### Metal 3

Cells faint in the background.
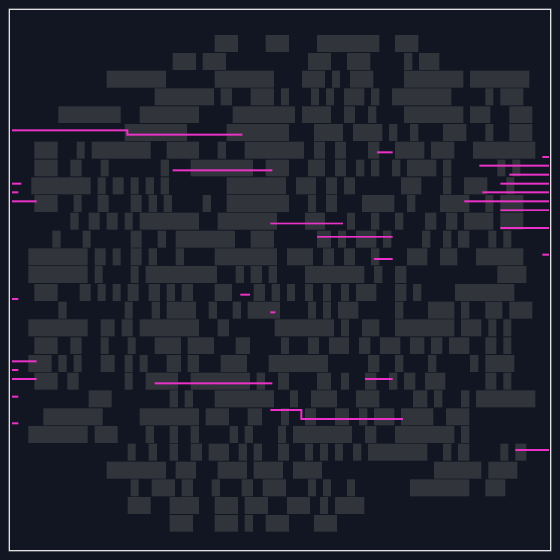
### Clock wires, drivers and flops

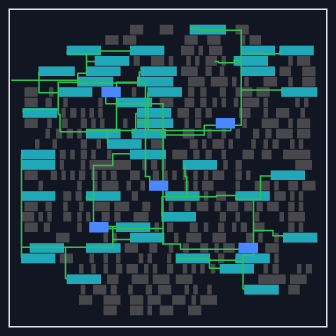
### Selected gate families

The bar under the picture is 20 um long.
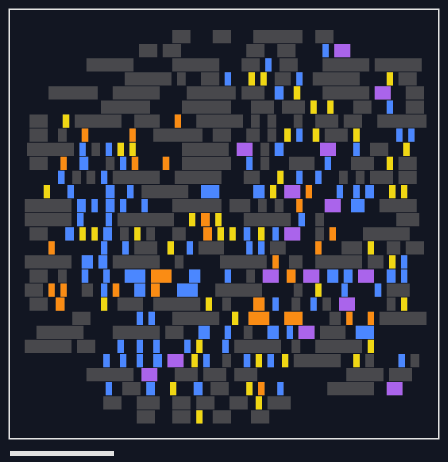
### Routing congestion map

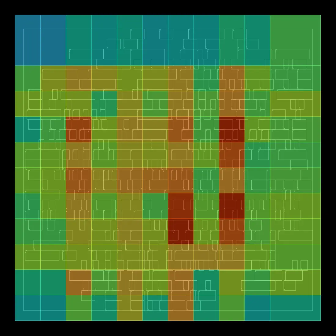
===== src/rtl/cd_tx_pkg.sv =====
// Shared definitions for the TX retry scheduler: one-hot state encoding and backoff LFSR constants.
package cd_tx_pkg;

    typedef enum logic [2:0] {
        StIdle    = 3'b001,
        StArm     = 3'b010,
        StBackoff = 3'b100
    } tx_state_e;

    // Taps 16,14,13,11 of a right-shifting Fibonacci LFSR land on bits 0,2,3,5.
    localparam logic [15:0] LFSR_TAPS     = 16'h002D;
    localparam logic [15:0] LFSR_SEED_DEF = 16'hACE1;

    function automatic logic [15:0] lfsr_step(input logic [15:0] v);
        return {^(v & LFSR_TAPS), v[15:1]};
    endfunction

endpackage


===== src/rtl/tx_backoff_gen.sv =====
// Free-running backoff LFSR and the bit-time backoff down-counter it seeds.
module tx_backoff_gen
    import cd_tx_pkg::*;
#(
    parameter logic [15:0] LFSR_SEED = LFSR_SEED_DEF
) (
    input  logic       i_clk,
    input  logic       i_reset_n,
    input  logic       i_load,
    input  logic [7:0] i_base,
    input  logic [7:0] i_mask,
    input  logic       i_bit_tick,
    output logic       o_zero
);

    logic [15:0] r_lfsr;
    logic [8:0]  r_bo_cnt;

    always_ff @(posedge i_clk or negedge i_reset_n) begin
        if (!i_reset_n) begin
            r_lfsr   <= LFSR_SEED;
            r_bo_cnt <= '0;
        end else begin
            r_lfsr <= lfsr_step(r_lfsr);
            if (i_load) begin
                // 9-bit sum so base + random part never wraps.
                r_bo_cnt <= {1'b0, i_base} + {1'b0, r_lfsr[7:0] & i_mask};
            end else if (i_bit_tick && (r_bo_cnt != 9'd0)) begin
                r_bo_cnt <= r_bo_cnt - 9'd1;
            end
        end
    end

    assign o_zero = (r_bo_cnt == 9'd0);

endmodule


===== src/rtl/tx_retry_sched.sv =====
// Ping-pong TX page scheduler: presents pending pages to the serializer, backs off on collision.
module tx_retry_sched
    import cd_tx_pkg::*;
#(
    parameter int unsigned RETRY_W   = 4,
    parameter logic [15:0] LFSR_SEED = LFSR_SEED_DEF
) (
    input  logic               i_clk,
    input  logic               i_reset_n,
    input  logic               i_tx_switch,
    input  logic               i_tx_abort,
    input  logic [RETRY_W-1:0] i_max_retry,
    input  logic [7:0]         i_backoff_base,
    input  logic [7:0]         i_backoff_mask,
    input  logic               i_bit_tick,
    input  logic               i_ser_cd,
    input  logic               i_ser_err,
    input  logic               i_ser_read_done,
    output logic               o_ser_unread,
    output logic               o_ser_abort,
    output logic               o_ser_page,
    output logic               o_wr_page,
    output logic               o_buf_free,
    output logic [RETRY_W-1:0] o_retry_cnt,
    output logic               o_done_pulse,
    output logic               o_err_pulse,
    output logic               o_cd_pulse,
    output logic               o_drop_pulse,
    output logic               o_ovf_pulse
);

    tx_state_e          r_state, w_state_d;
    logic [1:0]         r_pend, w_pend_d;
    logic               r_wr_page, w_wr_page_d;
    logic               r_rd_page, w_rd_page_d;
    logic [RETRY_W-1:0] r_retry_cnt, w_retry_cnt_d;
    logic [RETRY_W:0]   w_retry_inc;
    logic               r_err_seen, w_err_seen_d;
    logic               r_ser_unread, w_ser_unread_d;
    logic               r_ser_abort, w_ser_abort_d;
    logic               r_done, w_done_d;
    logic               r_err, w_err_d;
    logic               r_cd, w_cd_d;
    logic               r_drop, w_drop_d;
    logic               r_ovf, w_ovf_d;
    logic               w_buf_free;
    logic               w_release;
    logic               w_bo_load;
    logic               w_bo_zero;

    tx_backoff_gen #(
        .LFSR_SEED (LFSR_SEED)
    ) u_backoff (
        .i_clk      (i_clk),
        .i_reset_n  (i_reset_n),
        .i_load     (w_bo_load),
        .i_base     (i_backoff_base),
        .i_mask     (i_backoff_mask),
        .i_bit_tick (i_bit_tick),
        .o_zero     (w_bo_zero)
    );

    assign w_buf_free  = !r_pend[r_wr_page];
    assign w_retry_inc = {1'b0, r_retry_cnt} + {{RETRY_W{1'b0}}, 1'b1};

    always_comb begin
        w_state_d     = r_state;
        w_pend_d      = r_pend;
        w_wr_page_d   = r_wr_page;
        w_rd_page_d   = r_rd_page;
        w_retry_cnt_d = r_retry_cnt;
        w_err_seen_d  = r_err_seen;
        w_ser_abort_d = 1'b0;
        w_done_d      = 1'b0;
        w_err_d       = 1'b0;
        w_cd_d        = 1'b0;
        w_drop_d      = 1'b0;
        w_ovf_d       = 1'b0;
        w_release     = 1'b0;
        w_bo_load     = 1'b0;

        if (i_tx_abort) begin
            w_ser_abort_d = 1'b1;
            w_pend_d      = 2'b00;
            w_rd_page_d   = r_wr_page;
            w_retry_cnt_d = '0;
            w_err_seen_d  = 1'b0;
            w_state_d     = StIdle;
        end else begin
            if (i_tx_switch) begin
                if (w_buf_free) begin
                    w_pend_d[r_wr_page] = 1'b1;
                    w_wr_page_d         = !r_wr_page;
                end else begin
                    w_ovf_d = 1'b1;
                end
            end

            unique case (r_state)
                StIdle: begin
                    if (r_pend[r_rd_page]) w_state_d = StArm;
                end
                StArm: begin
                    if (i_ser_err) w_err_seen_d = 1'b1;
                    if (i_ser_cd) begin
                        w_cd_d = 1'b1;
                        if ((i_max_retry != '0) && (w_retry_inc >= {1'b0, i_max_retry})) begin
                            w_drop_d  = 1'b1;
                            w_release = 1'b1;
                        end else begin
                            w_retry_cnt_d = w_retry_inc[RETRY_W-1:0];
                            w_bo_load     = 1'b1;
                            w_state_d     = StBackoff;
                        end
                    end else if (i_ser_read_done) begin
                        w_release = 1'b1;
                        if (r_err_seen || i_ser_err) w_err_d  = 1'b1;
                        else                         w_done_d = 1'b1;
                    end
                end
                StBackoff: begin
                    if (w_bo_zero) w_state_d = StArm;
                end
                default: w_state_d = StIdle;
            endcase

            // Release only touches the read page; a same-cycle commit only touches the write page.
            if (w_release) begin
                w_pend_d[r_rd_page] = 1'b0;
                w_rd_page_d         = !r_rd_page;
                w_retry_cnt_d       = '0;
                w_err_seen_d        = 1'b0;
                w_state_d           = StIdle;
            end
        end

        w_ser_unread_d = (w_state_d == StArm) && w_pend_d[w_rd_page_d];
    end

    always_ff @(posedge i_clk or negedge i_reset_n) begin
        if (!i_reset_n) begin
            r_state      <= StIdle;
            r_pend       <= 2'b00;
            r_wr_page    <= 1'b0;
            r_rd_page    <= 1'b0;
            r_retry_cnt  <= '0;
            r_err_seen   <= 1'b0;
            r_ser_unread <= 1'b0;
            r_ser_abort  <= 1'b0;
            r_done       <= 1'b0;
            r_err        <= 1'b0;
            r_cd         <= 1'b0;
            r_drop       <= 1'b0;
            r_ovf        <= 1'b0;
        end else begin
            r_state      <= w_state_d;
            r_pend       <= w_pend_d;
            r_wr_page    <= w_wr_page_d;
            r_rd_page    <= w_rd_page_d;
            r_retry_cnt  <= w_retry_cnt_d;
            r_err_seen   <= w_err_seen_d;
            r_ser_unread <= w_ser_unread_d;
            r_ser_abort  <= w_ser_abort_d;
            r_done       <= w_done_d;
            r_err        <= w_err_d;
            r_cd         <= w_cd_d;
            r_drop       <= w_drop_d;
            r_ovf        <= w_ovf_d;
        end
    end

    assign o_ser_unread = r_ser_unread;
    assign o_ser_abort  = r_ser_abort;
    assign o_ser_page   = r_rd_page;
    assign o_wr_page    = r_wr_page;
    assign o_buf_free   = w_buf_free;
    assign o_retry_cnt  = r_retry_cnt;
    assign o_done_pulse = r_done;
    assign o_err_pulse  = r_err;
    assign o_cd_pulse   = r_cd;
    assign o_drop_pulse = r_drop;
    assign o_ovf_pulse  = r_ovf;

endmodule


===== config.mk =====
export PLATFORM = sky130hd
export DESIGN_NAME = tx_retry_sched
export DESIGN_NICKNAME = d
export VERILOG_FILES = /design/src/rtl/cd_tx_pkg.sv /design/src/rtl/tx_backoff_gen.sv /design/src/rtl/tx_retry_sched.sv
export SDC_FILE = /design/constraint.sdc
export NUM_CORES = 1
export LEC_CHECK = 0
export ABC_AREA = 1
export ABC_CLOCK_PERIOD_IN_PS = 2800
export CAP_MARGIN = 20
export CELL_PAD_IN_SITES_DETAIL_PLACEMENT = 1
export CELL_PAD_IN_SITES_GLOBAL_PLACEMENT = 1
export CORE_MARGIN = 2
export CORE_UTILIZATION = 39
export DETAILED_ROUTE_END_ITERATION = 8
export GPL_TIMING_DRIVEN = 0
export MAX_ROUTING_LAYER = met4
export PLACE_DENSITY = 0.8
export SKIP_LAST_GASP = 1
export SLEW_MARGIN = 20
export SYNTH_ARGS = -nofsm -noshare
export SYNTH_HDL_FRONTEND = slang
export SYNTH_SLANG_ARGS = --single-unit

===== constraint.sdc =====
create_clock -name i_clk -period 2.8 [get_ports i_clk]
set_input_delay 0.56 -clock i_clk [delete_from_list [all_inputs] [get_ports i_clk]]
set_output_delay 0.56 -clock i_clk [all_outputs]
set_load 0.02 [all_outputs]

==> impl_metrics.xml <==
<?xml version="1.0" encoding="UTF-8"?>
<metrics>
  <group name="run_status">
    <metric name="outcome" unit="">finished clean</metric>
  </group>
  <group name="yosys">
    <metric name="yosys-dominant-comb-family" unit="">simple AND/OR/NAND/NOR gates</metric>
    <metric name="xor_area_frac" unit="">0.0544</metric>
    <metric name="synth-area-yosys" unit="um^2">2410</metric>
    <metric name="yosysUniqueCellTypes" unit="">34</metric>
    <metric name="yosysTopAreaCellShare" unit="">0.363</metric>
    <metric name="ys_sh_simple" unit="">0.225</metric>
  </group>
  <group name="cells_and_area">
    <metric name="clock_buf_inv_share" unit="">0.0378</metric>
    <metric name="seq_cells" unit="">44</metric>
    <metric name="seqCellArea" unit="um^2">1110</metric>
    <metric name="post-route-cell-area" unit="um^2">3050</metric>
    <metric name="area.growth.synth_to_final" unit="%">26.3</metric>
    <metric name="antenna_cells" unit="">0</metric>
    <metric name="nMultiInputCombCells" unit="">188</metric>
  </group>
  <group name="run">
    <metric name="max_cap_violations" unit="">0</metric>
    <metric name="tool_warnings" unit="">26</metric>
  </group>
  <group name="clock_network">
    <metric name="cts.htree.levels" unit="">2</metric>
    <metric name="cts_tree" unit="">yes</metric>
    <metric name="path_clk_slew" unit="ns">0.09</metric>
  </group>
  <group name="floorplan">
    <metric name="chipWidth" unit="um">82.7</metric>
    <metric name="floorplan.tapcells" unit="">75</metric>
    <metric name="num_rows" unit="">28</metric>
    <metric name="core_area" unit="um^2">5960</metric>
  </group>
  <group name="worst_setup_path">
    <metric name="timing.critical_path.depth" unit="">15</metric>
    <metric name="cp-endpoint" unit="">u_backoff.r_bo_cnt[6]</metric>
  </group>
  <group name="power">
    <metric name="seq_power" unit="uW">808</metric>
    <metric name="power.clock.fraction" unit="">0.274</metric>
    <metric name="power_report.internal_total" unit="uW">1240</metric>
    <metric name="powerDensity" unit="nW/um^2">610</metric>
  </group>
  <group name="placement">
    <metric name="buffer_ports.inserted" unit="">41</metric>
  </group>
</metrics>
## Picture notes: 'Metal 3'
nets with wire on the layer = 23
main direction = horizontal
wire length on this layer = 203 um
share of all routed wire = 3.7%
longest straight run = 17.7 um
global routing met3 resource utilization: 0.0489
count of vias placed by the detailed router: 1983

## Picture notes: 'Clock wires, drivers and flops'
cyan -> flip-flops  # count 44
green -> clock wires  # length 621 um
blue -> cells driving clock nets  # count 5
routed clock nets = 6
flops lie = widely spread
Late-Pin Clk Latency: 0.31 ns
worst-case clock skew: 0.00801 ns

## Picture notes: 'Selected gate families'
blue -> NAND gates  # cells 90
purple -> XOR/XNOR gates  # cells 15
orange -> NOR gates  # cells 27
yellow -> inverters  # cells 45
logic share of the area: 0.362
leading cell type in the layout, fill and taps excluded: sky130_fd_sc_hd__nand2_1

## Picture notes: 'Routing congestion map'
combined global-route utilization of all metal layers: 0.182
GRT busiest layer: met2
final routed wire length divided by cell count: 13.4 um

routing by layer:
metal	global-route usage	vias to the layer above	share of wire
li1	-	989	-
met1	0.202	954	0.44
met2	0.315	29	0.51
met3	0.0489	11	0.037
met4	0.0623	0	0.017
met5	-	-	0
stage by stage:
step / util / hold WS [ns]
after floorplan: - / 0.264
after global placement: 0.490 / 0.339
after detailed placement: 0.492 / 0.342
after CTS: 0.512 / 0.130
after global routing: 0.512 / 0.128
final: 0.512 / 0.135
flip-flops by register name (all words and copies together), names as in the netlist:
name and count:
u_backoff.r_lfsr 16, u_backoff.r_bo_cnt 9, o_retry_cnt 4, r_state 3
r_pend 2, o_cd_pulse 1, o_done_pulse 1, o_drop_pulse 1
o_err_pulse 1, o_ovf_pulse 1, o_ser_abort 1, o_ser_page 1
o_ser_unread 1, o_wr_page 1, r_err_seen 1
Power is estimated from default activity; no workload was simulated.
